File: config.mk
export PLATFORM = sky130hd
export DESIGN_NAME = id_ex_stage
export DESIGN_NICKNAME = d
export VERILOG_FILES = /design/src/rtl/pipe_pkg.sv /design/src/rtl/fwd_unit.sv /design/src/rtl/id_ex_stage.sv
export SDC_FILE = /design/constraint.sdc
export NUM_CORES = 1
export LEC_CHECK = 0
export ABC_AREA = 1
export CORE_MARGIN = 1
export CORE_UTILIZATION = 30
export DETAILED_ROUTE_END_ITERATION = 8
export HOLD_SLACK_MARGIN = 0.02
export SYNTH_ARGS = -nofsm -noshare
export SYNTH_HDL_FRONTEND = slang
export SYNTH_HIERARCHICAL = 1
export SYNTH_SLANG_ARGS = --single-unit
File: constraint.sdc
create_clock -name clk -period 2.8 [get_ports clk]
set_input_delay 0.56 -clock clk [delete_from_list [all_inputs] [get_ports clk]]
set_output_delay 0.56 -clock clk [all_outputs]
set_load 0.05 [all_outputs]
File: src/rtl/pipe_pkg.sv
// Shared pipeline definitions: the ALU operation codes and the control bundle
// that travels with an instruction from decode into execute.
// The bundle's alu_op field is ALU_OP_W bits wide. Any stage that carries it
// must be built with OPCODE_LENGTH equal to ALU_OP_W.
package pipe_pkg;

    localparam int ALU_OP_W = 4;

    localparam logic [ALU_OP_W-1:0] ALU_AND  = 4'b0000;
    localparam logic [ALU_OP_W-1:0] ALU_OR   = 4'b0001;
    localparam logic [ALU_OP_W-1:0] ALU_ADD  = 4'b0010;
    localparam logic [ALU_OP_W-1:0] ALU_XOR  = 4'b0011;
    localparam logic [ALU_OP_W-1:0] ALU_SUB  = 4'b0110;
    localparam logic [ALU_OP_W-1:0] ALU_SLL  = 4'b0111;
    localparam logic [ALU_OP_W-1:0] ALU_SRL  = 4'b1000;
    localparam logic [ALU_OP_W-1:0] ALU_SLT  = 4'b1001;
    localparam logic [ALU_OP_W-1:0] ALU_SLTU = 4'b1010;
    localparam logic [ALU_OP_W-1:0] ALU_SRA  = 4'b1011;
    localparam logic [ALU_OP_W-1:0] ALU_BGE  = 4'b1100;
    localparam logic [ALU_OP_W-1:0] ALU_BGEU = 4'b1101;
    localparam logic [ALU_OP_W-1:0] ALU_BNE  = 4'b1110;

    typedef struct packed {
        logic                regwrite;
        logic                memread;
        logic                memwrite;
        logic                memtoreg;
        logic                branch;
        logic                alusrc;
        logic [ALU_OP_W-1:0] alu_op;
    } ctrl_t;

    localparam ctrl_t CTRL_NOP = '{default: '0};

endpackage

File: src/rtl/fwd_unit.sv
// Operand forwarding select for one source register.
// Ports:
//   rs_idx_i        register index of the operand held in EX
//   rs_data_i       register-file value captured with that operand
//   mem_regwrite_i, mem_rd_i, mem_result_i   result about to leave MEM
//   wb_regwrite_i,  wb_rd_i,  wb_result_i    result being written back
//   fwd_data_o      newest value of the operand
// MEM is the younger producer, so it wins when both stages match.
// Register x0 is hard-wired, so index 0 never forwards.
module fwd_unit #(
    parameter int DATA_WIDTH = 32,
    parameter int ADDR_WIDTH = 5
) (
    input  logic [ADDR_WIDTH-1:0] rs_idx_i,
    input  logic [DATA_WIDTH-1:0] rs_data_i,
    input  logic                  mem_regwrite_i,
    input  logic [ADDR_WIDTH-1:0] mem_rd_i,
    input  logic [DATA_WIDTH-1:0] mem_result_i,
    input  logic                  wb_regwrite_i,
    input  logic [ADDR_WIDTH-1:0] wb_rd_i,
    input  logic [DATA_WIDTH-1:0] wb_result_i,
    output logic [DATA_WIDTH-1:0] fwd_data_o
);

    // NOTE: every signal assigned in always_comb gets a default first; a path
    // that leaves it unassigned would infer a latch.
    always_comb begin
        fwd_data_o = rs_data_i;
        if (rs_idx_i != '0) begin
            if (mem_regwrite_i && (mem_rd_i == rs_idx_i)) begin
                fwd_data_o = mem_result_i;
            end else if (wb_regwrite_i && (wb_rd_i == rs_idx_i)) begin
                fwd_data_o = wb_result_i;
            end
        end
    end

endmodule

File: src/rtl/id_ex_stage.sv
// ID/EX pipeline register with operand forwarding and load-use detection.
// Ports:
//   clk, rst_n                  clock, asynchronous active-low reset
//   id_*                        decoded instruction (valid, control, indices, data)
//   stall, flush                hazard-unit hold / bubble requests (flush wins)
//   mem_*, wb_*                 forwarding sources from later stages
//   ex_*                        registered valid, control and pass-through fields
//   alu_srca/srcb/operation     ALU operands and operation
//   ex_store_data               forwarded rs2 for stores
//   load_use                    load in EX feeds the instruction in decode
// A stall holds the instruction but keeps refreshing its operands with the
// forwarded values. A producer that retires from WB during the stall is
// therefore still seen once the stall ends.
module id_ex_stage
    import pipe_pkg::*;
#(
    parameter int DATA_WIDTH    = 32,
    parameter int OPCODE_LENGTH = 4,
    parameter int ADDR_WIDTH    = 5
) (
    input  logic                     clk,
    input  logic                     rst_n,
    input  logic                     id_valid,
    input  logic                     id_regwrite,
    input  logic                     id_memread,
    input  logic                     id_memwrite,
    input  logic                     id_memtoreg,
    input  logic                     id_branch,
    input  logic                     id_alusrc,
    input  logic [OPCODE_LENGTH-1:0] id_alu_op,
    input  logic [ADDR_WIDTH-1:0]    id_rs1,
    input  logic [ADDR_WIDTH-1:0]    id_rs2,
    input  logic [ADDR_WIDTH-1:0]    id_rd,
    input  logic [DATA_WIDTH-1:0]    id_rs1_data,
    input  logic [DATA_WIDTH-1:0]    id_rs2_data,
    input  logic [DATA_WIDTH-1:0]    id_imm,
    input  logic [DATA_WIDTH-1:0]    id_pc,
    input  logic                     stall,
    input  logic                     flush,
    input  logic                     mem_regwrite,
    input  logic [ADDR_WIDTH-1:0]    mem_rd,
    input  logic [DATA_WIDTH-1:0]    mem_result,
    input  logic                     wb_regwrite,
    input  logic [ADDR_WIDTH-1:0]    wb_rd,
    input  logic [DATA_WIDTH-1:0]    wb_result,
    output logic                     ex_valid,
    output logic                     ex_regwrite,
    output logic                     ex_memread,
    output logic                     ex_memwrite,
    output logic                     ex_memtoreg,
    output logic                     ex_branch,
    output logic [ADDR_WIDTH-1:0]    ex_rd,
    output logic [DATA_WIDTH-1:0]    ex_pc,
    output logic [DATA_WIDTH-1:0]    ex_imm,
    output logic [DATA_WIDTH-1:0]    alu_srca,
    output logic [DATA_WIDTH-1:0]    alu_srcb,
    output logic [OPCODE_LENGTH-1:0] alu_operation,
    output logic [DATA_WIDTH-1:0]    ex_store_data,
    output logic                     load_use
);

    logic                  valid_q,    valid_d;
    ctrl_t                 ctrl_q,     ctrl_d;
    logic [ADDR_WIDTH-1:0] rs1_q,      rs1_d;
    logic [ADDR_WIDTH-1:0] rs2_q,      rs2_d;
    logic [ADDR_WIDTH-1:0] rd_q,       rd_d;
    logic [DATA_WIDTH-1:0] pc_q,       pc_d;
    logic [DATA_WIDTH-1:0] imm_q,      imm_d;
    logic [DATA_WIDTH-1:0] rs1_data_q, rs1_data_d;
    logic [DATA_WIDTH-1:0] rs2_data_q, rs2_data_d;

    logic [DATA_WIDTH-1:0] fwd_rs1, fwd_rs2;
    ctrl_t                 id_ctrl;

    fwd_unit #(.DATA_WIDTH(DATA_WIDTH), .ADDR_WIDTH(ADDR_WIDTH)) u_fwd_rs1 (
        .rs_idx_i       (rs1_q),
        .rs_data_i      (rs1_data_q),
        .mem_regwrite_i (mem_regwrite),
        .mem_rd_i       (mem_rd),
        .mem_result_i   (mem_result),
        .wb_regwrite_i  (wb_regwrite),
        .wb_rd_i        (wb_rd),
        .wb_result_i    (wb_result),
        .fwd_data_o     (fwd_rs1)
    );

    fwd_unit #(.DATA_WIDTH(DATA_WIDTH), .ADDR_WIDTH(ADDR_WIDTH)) u_fwd_rs2 (
        .rs_idx_i       (rs2_q),
        .rs_data_i      (rs2_data_q),
        .mem_regwrite_i (mem_regwrite),
        .mem_rd_i       (mem_rd),
        .mem_result_i   (mem_result),
        .wb_regwrite_i  (wb_regwrite),
        .wb_rd_i        (wb_rd),
        .wb_result_i    (wb_result),
        .fwd_data_o     (fwd_rs2)
    );

    // An invalid decode slot enters EX as a bubble, including the ALU code.
    always_comb begin
        id_ctrl = CTRL_NOP;
        if (id_valid) begin
            id_ctrl.regwrite = id_regwrite;
            id_ctrl.memread  = id_memread;
            id_ctrl.memwrite = id_memwrite;
            id_ctrl.memtoreg = id_memtoreg;
            id_ctrl.branch   = id_branch;
            id_ctrl.alusrc   = id_alusrc;
            id_ctrl.alu_op   = id_alu_op;
        end
    end

    // Priority: flush > stall > normal load.
    always_comb begin
        valid_d    = valid_q;
        ctrl_d     = ctrl_q;
        rs1_d      = rs1_q;
        rs2_d      = rs2_q;
        rd_d       = rd_q;
        pc_d       = pc_q;
        imm_d      = imm_q;
        rs1_data_d = rs1_data_q;
        rs2_data_d = rs2_data_q;
        if (flush) begin
            valid_d    = 1'b0;
            ctrl_d     = CTRL_NOP;
            rs1_d      = '0;
            rs2_d      = '0;
            rd_d       = '0;
            pc_d       = '0;
            imm_d      = '0;
            rs1_data_d = '0;
            rs2_data_d = '0;
        end else if (stall) begin
            rs1_data_d = fwd_rs1;
            rs2_data_d = fwd_rs2;
        end else begin
            valid_d    = id_valid;
            ctrl_d     = id_ctrl;
            rs1_d      = id_rs1;
            rs2_d      = id_rs2;
            rd_d       = id_rd;
            pc_d       = id_pc;
            imm_d      = id_imm;
            rs1_data_d = id_rs1_data;
            rs2_data_d = id_rs2_data;
        end
    end

    // NOTE: sequential state uses non-blocking assignments so every register
    // samples its pre-edge inputs regardless of statement order.
    always_ff @(posedge clk or negedge rst_n) begin
        if (!rst_n) begin
            valid_q    <= 1'b0;
            ctrl_q     <= CTRL_NOP;
            rs1_q      <= '0;
            rs2_q      <= '0;
            rd_q       <= '0;
            pc_q       <= '0;
            imm_q      <= '0;
            rs1_data_q <= '0;
            rs2_data_q <= '0;
        end else begin
            valid_q    <= valid_d;
            ctrl_q     <= ctrl_d;
            rs1_q      <= rs1_d;
            rs2_q      <= rs2_d;
            rd_q       <= rd_d;
            pc_q       <= pc_d;
            imm_q      <= imm_d;
            rs1_data_q <= rs1_data_d;
            rs2_data_q <= rs2_data_d;
        end
    end

    assign ex_valid      = valid_q;
    assign ex_regwrite   = ctrl_q.regwrite;
    assign ex_memread    = ctrl_q.memread;
    assign ex_memwrite   = ctrl_q.memwrite;
    assign ex_memtoreg   = ctrl_q.memtoreg;
    assign ex_branch     = ctrl_q.branch;
    assign ex_rd         = rd_q;
    assign ex_pc         = pc_q;
    assign ex_imm        = imm_q;
    assign alu_operation = ctrl_q.alu_op;
    assign alu_srca      = fwd_rs1;
    assign alu_srcb      = ctrl_q.alusrc ? imm_q : fwd_rs2;
    assign ex_store_data = fwd_rs2;

    assign load_use = valid_q && ctrl_q.memread && (rd_q != '0) && id_valid &&
                      ((rd_q == id_rs1) || (rd_q == id_rs2));

endmodule

==> results_slide.txt <==
Synthesis and Place & Route Summary

Detailed routing
  • DR iter-0 viols: 929
  • Drc violations: 0
  • DRT antenna net count: 0
  • Post-DR vias/cell: 5.056
  • Initial DRT Pass Iterations: 8

Placed design
  • Dpl hpwl: 29.88 mm
  • GP Congestion: 0.9154
  • Placed cells: 2,186
  • Post-place setup slack: -0.4475 ns
  • Port bufs: 409

STA
  • Peak Freq: 331.1 MHz
  • Worst-Margin Slew: 0.6197 ns
  • RSZ-0062 raised after global routing: yes
  • Final hold vios: 0
  • Post-Route Skew: 0.007218 ns
  • Worst setup margin: -0.2202 ns
  • Final worst path period need: 3.020 ns
  • Hold slack: 0.09513 ns
  • Number of max-slew violations in the final report: 0
  • Finish-stage setup viols: 78
  • Rel. slew slack: 58.69%
  • Fin crit share: 107.9%

Clocking
  • Clock buffer depth: 2
  • Clk slew on worst S/H paths: 0.08 ns
  • Root Driver: clkbuf_16
  • Htree depth: 4
  • Hold Buf Count CTS: 0
  • Post-CTS resize count: 326
  • Insertion Delay late pin: 0.43 ns
  • CTS tree: done
  • Sinks on Clock Net: 154
  • Postcts setup bufs: 33
  • CTS Buf Count: 17

Layout
  • Buffer share of cell area: 39.13%
  • Filler cells: 2,568
  • Logic area: 0.006217 mm^2
  • Most frequent logic cells in the routed design: 383 x nand2_1, 298 x clkdlybuf4s50_1, 145 x dfrtp_1
  • Inverters excl. clock: 78
  • Largest cell class by area: buffers
  • Logic Gate Count: 1,051
  • Clock buf/inv share: 3.049%
  • Nonclk buf count: 586
  • # clk buffers: 18
  • Layout cell share with drive strength beyond 1: 34.30%
  • Seq/total area: 20.49%
  • Diodes inserted: 3
  • Seq. cell area: 0.003867 mm^2
  • Final net count: 2,122
  • Seq cells: 154
  • P&R area growth vs syn: 103.3%

Worst setup path
  • Worst setup EP type: primary output
  • CP top delay family: buffers and inverters
  • Maximum fanout along the worst path: 6
  • CP Launch Type: flip-flop
  • Critical path startpoint: rs2_q[1]
  • Worst r2r src: rs2_q[1]
  • CP max-delay cell: dfrtp_1
  • WP data required: 2.24 ns
  • CP Cell Sequence: inv_2 > buf_4 > nand2_2 > nor4_4 > buf_4 > inv_8 > buf_12 > clkbuf_16 > nand2_2 > nor2_2 > nor2_4 > inv_2 > o21ai_4 > buf_12
  • CP Buf/Inv Count: 8
  • Critical Path AT: 2.46 ns
  • Setup Crit Path Kind: reg -> out
  • Critical path's largest stage delay: 0.42 ns

Pwr
  • Highest ir drop seen on vdd: 0.0004420 V
  • P_leak: 8.349 nW
  • Total Power: 8.323 mW
  • Cell Pwr Density: 441.0 mW/mm^2

Global routing
  • Largest net degree at the start of global routing: 118
  • Met2 Resource Use GR: 44.63%
  • Met1 Track Usage GR: 36.66%
  • Vias in the first global route: 11,100
  • GRT Residual Overflow: 0
  • Antenna violations before repair: 4
  • Top Usage Layer GRT: met2
  • Met3 Use GR: 5.548%
  • First-pass GRT wire length: 66.52 mm

Synth
  • Most frequent cells after synthesis: 428 x nand2_1, 269 x nor2_1, 154 x dfrtp_1, 131 x nand3_1, 66 x nand4_1
  • Sequential area share after synthesis: 41.52%
  • Synth Warn #: 6
  • Post-synthesis cell count: 1,387
  • Syn Nets: 1,621
  • Average cell area after synthesis: 6.693 um^2
  • Count leader, synth: nand2_1
  • Cell taking the most area after synthesis: dfrtp_1
  • Yosys Chip Area: 0.009283 mm^2
  • Flip-flops with a built-in enable: 0
  • Synth cell types: 22
  • Ys async rst share: 100.0%
  • Dominant cells by area after synthesis: dfrtp_1 42%, nand2_1 17%, nor2_1 11%
  • Dominant flop cell: dfrtp_1
  • Post-synth regs: 154
  • Mapped cell area: 0.009283 mm^2
  • Ys cells: 1,387
  • Yosys top cell area share: 41.52%

Run status
  • Failing checks: negative setup slack
  • Status: complete, but fails checks

Floorplanning
  • Tap Cells: 396
  • Full die area: 0.03165 mm^2
  • Die span in y: 177.9 um
  • Ports: 410
  • Core Footprint: 0.03051 mm^2
  • Die Wd: 177.9 um
  • Floorplan core density: 30.43%
  • FP Rows: 64

Job
  • Max Cap Violations: 0
  • Log Warnings: 33

Worst hold path
  • HP Class: in -> async
-- final timing paths --
| kind | to | slack (ns) | depth (start not counted) |
|---|---|---|---|
| max in group asynchronous | rs2_data_q[10] | 1.93 | 2 |
| worst min-delay path | rs2_data_q[21] | 0.1 | 1 |
| worst max register to register | rs2_data_q[19] | 0.64 | 15 |
| worst max-delay path | alu_srcb[21] | -0.22 | 14 |
| worst min register to register | ex_pc[23] | 0.51 | 2 |
| min in group clk | ex_pc[23] | 0.51 | 2 |
-- stage by stage --
stage	instance area (um^2)	utilization, %	setup TNS [ns]
after global placement	15840	51.91	-26.63
after floorplan	9843	-	-0.1557
after global routing	18870	61.86	-15.89
after detailed placement	15840	51.91	-26.38
after CTS	18050	59.17	-6.481
final	18870	61.86	-8.461
-- sequential cells by signal, summed over array words and instances, names as in the netlist --
| name | count |
|---|---|
| ex_valid | 1 |
| ex_branch | 1 |
| ex_rd | 5 |
| ex_memtoreg | 1 |
| ex_pc | 32 |
| ex_memwrite | 1 |
| rs1_q | 5 |
| ex_imm | 32 |
| rs2_q | 5 |
| rs1_data_q | 32 |
| rs2_data_q | 32 |
| ctrl_q | 1 |
| alu_operation | 4 |
| ex_memread | 1 |
| ex_regwrite | 1 |
-- logic make-up after synthesis --
| group | synth area share, % |
|---|---|
| xor+xnor | 0.2831 |
| buf+inv | 9.422 |
| flops | 41.52 |
| compound gates | 7.440 |
| simple gates | 41.34 |
-- where the power goes --
group          total, mW  internal [mW]  switching [mW]
Sequential          2.46           2.35           0.103
Clock               2.34           1.20            1.15
Combinational       3.53           1.59            1.93
Total               8.32           5.14            3.18
-- routing by layer --
layer / vias up / share of wire, %
li1: 5460 / -
met1: 5532 / 41
met2: 530 / 49
met3: 104 / 6.9
met4: 2 / 3.7
met5: - / 0.028
Fig. 1: metal 4
Scale: 3 px per um. Supply wires on this layer in gray.
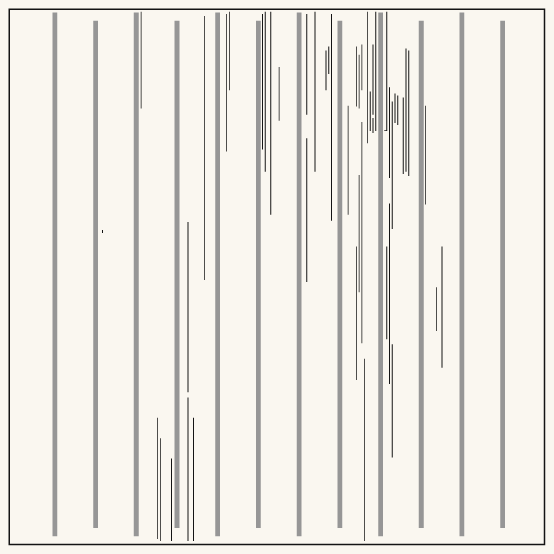
45 nets have wire on it. The layer holds 3.7% of the routed length. The layer carries 1,730 um of wire.
WL final: 46.34 mm
via count: 11,630

Fig. 2: wiring heat map
Scale: 2 px per um. 36 x 36 tiles, from white (low) to dark blue (high), scaled to the fullest tile. Values are wire area over tile area, all layers added.
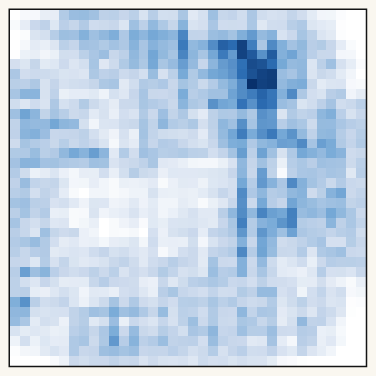
The fullest tile reaches 0.88. 3.5% of the tiles are nearly empty. The mean over all tiles is 0.24.
Total Routing Usage GR: 27.84%
DR WL/cell: 20.15 um

Fig. 3: a small window of the routed layout
Region (74, 38) to (104, 68) um. Cells in gray, sequential cells in the stronger gray; small squares are vias.
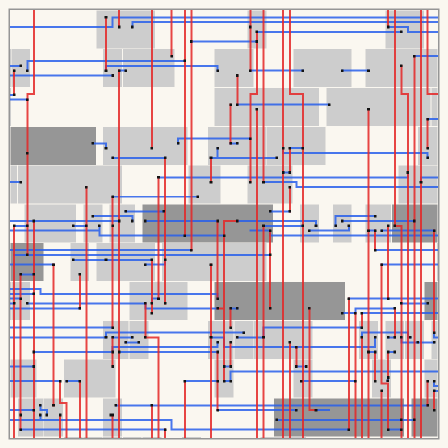
met2: drawn in red. met1: drawn in blue.
51 logic cells have their middle in the window. Netlist names of flops here include rs2_data_q (3), ex_rd (1). Most frequent: nand2_1 (11), buf_12 (5). Sequential cells in the window: 4.

Fig. 4: gate families picked out
Scale: 3 px per um.
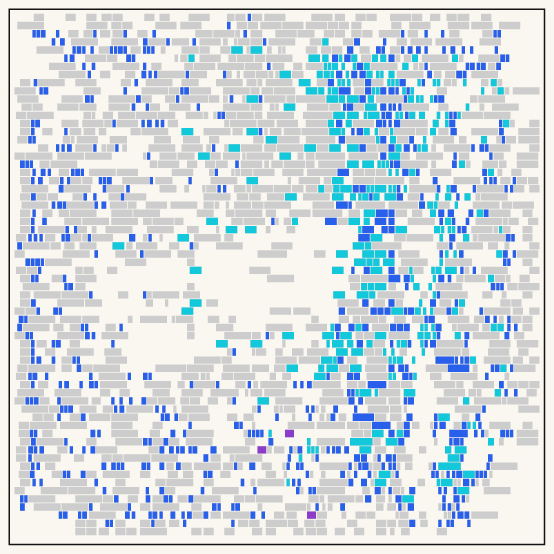
NAND gates: drawn in blue, cells 632, most used nand2_1, where spread over the die. XOR/XNOR gates: drawn in purple, cells 3, most used xnor2_1. NOR gates: drawn in cyan, cells 278, most used nor2_1.
Cell Count, Final, Fillers Out: 2,300
most numerous logic cell after layout: nand2_1
logic share of the area: 32.94%

Power and IR drop assume default switching activity.
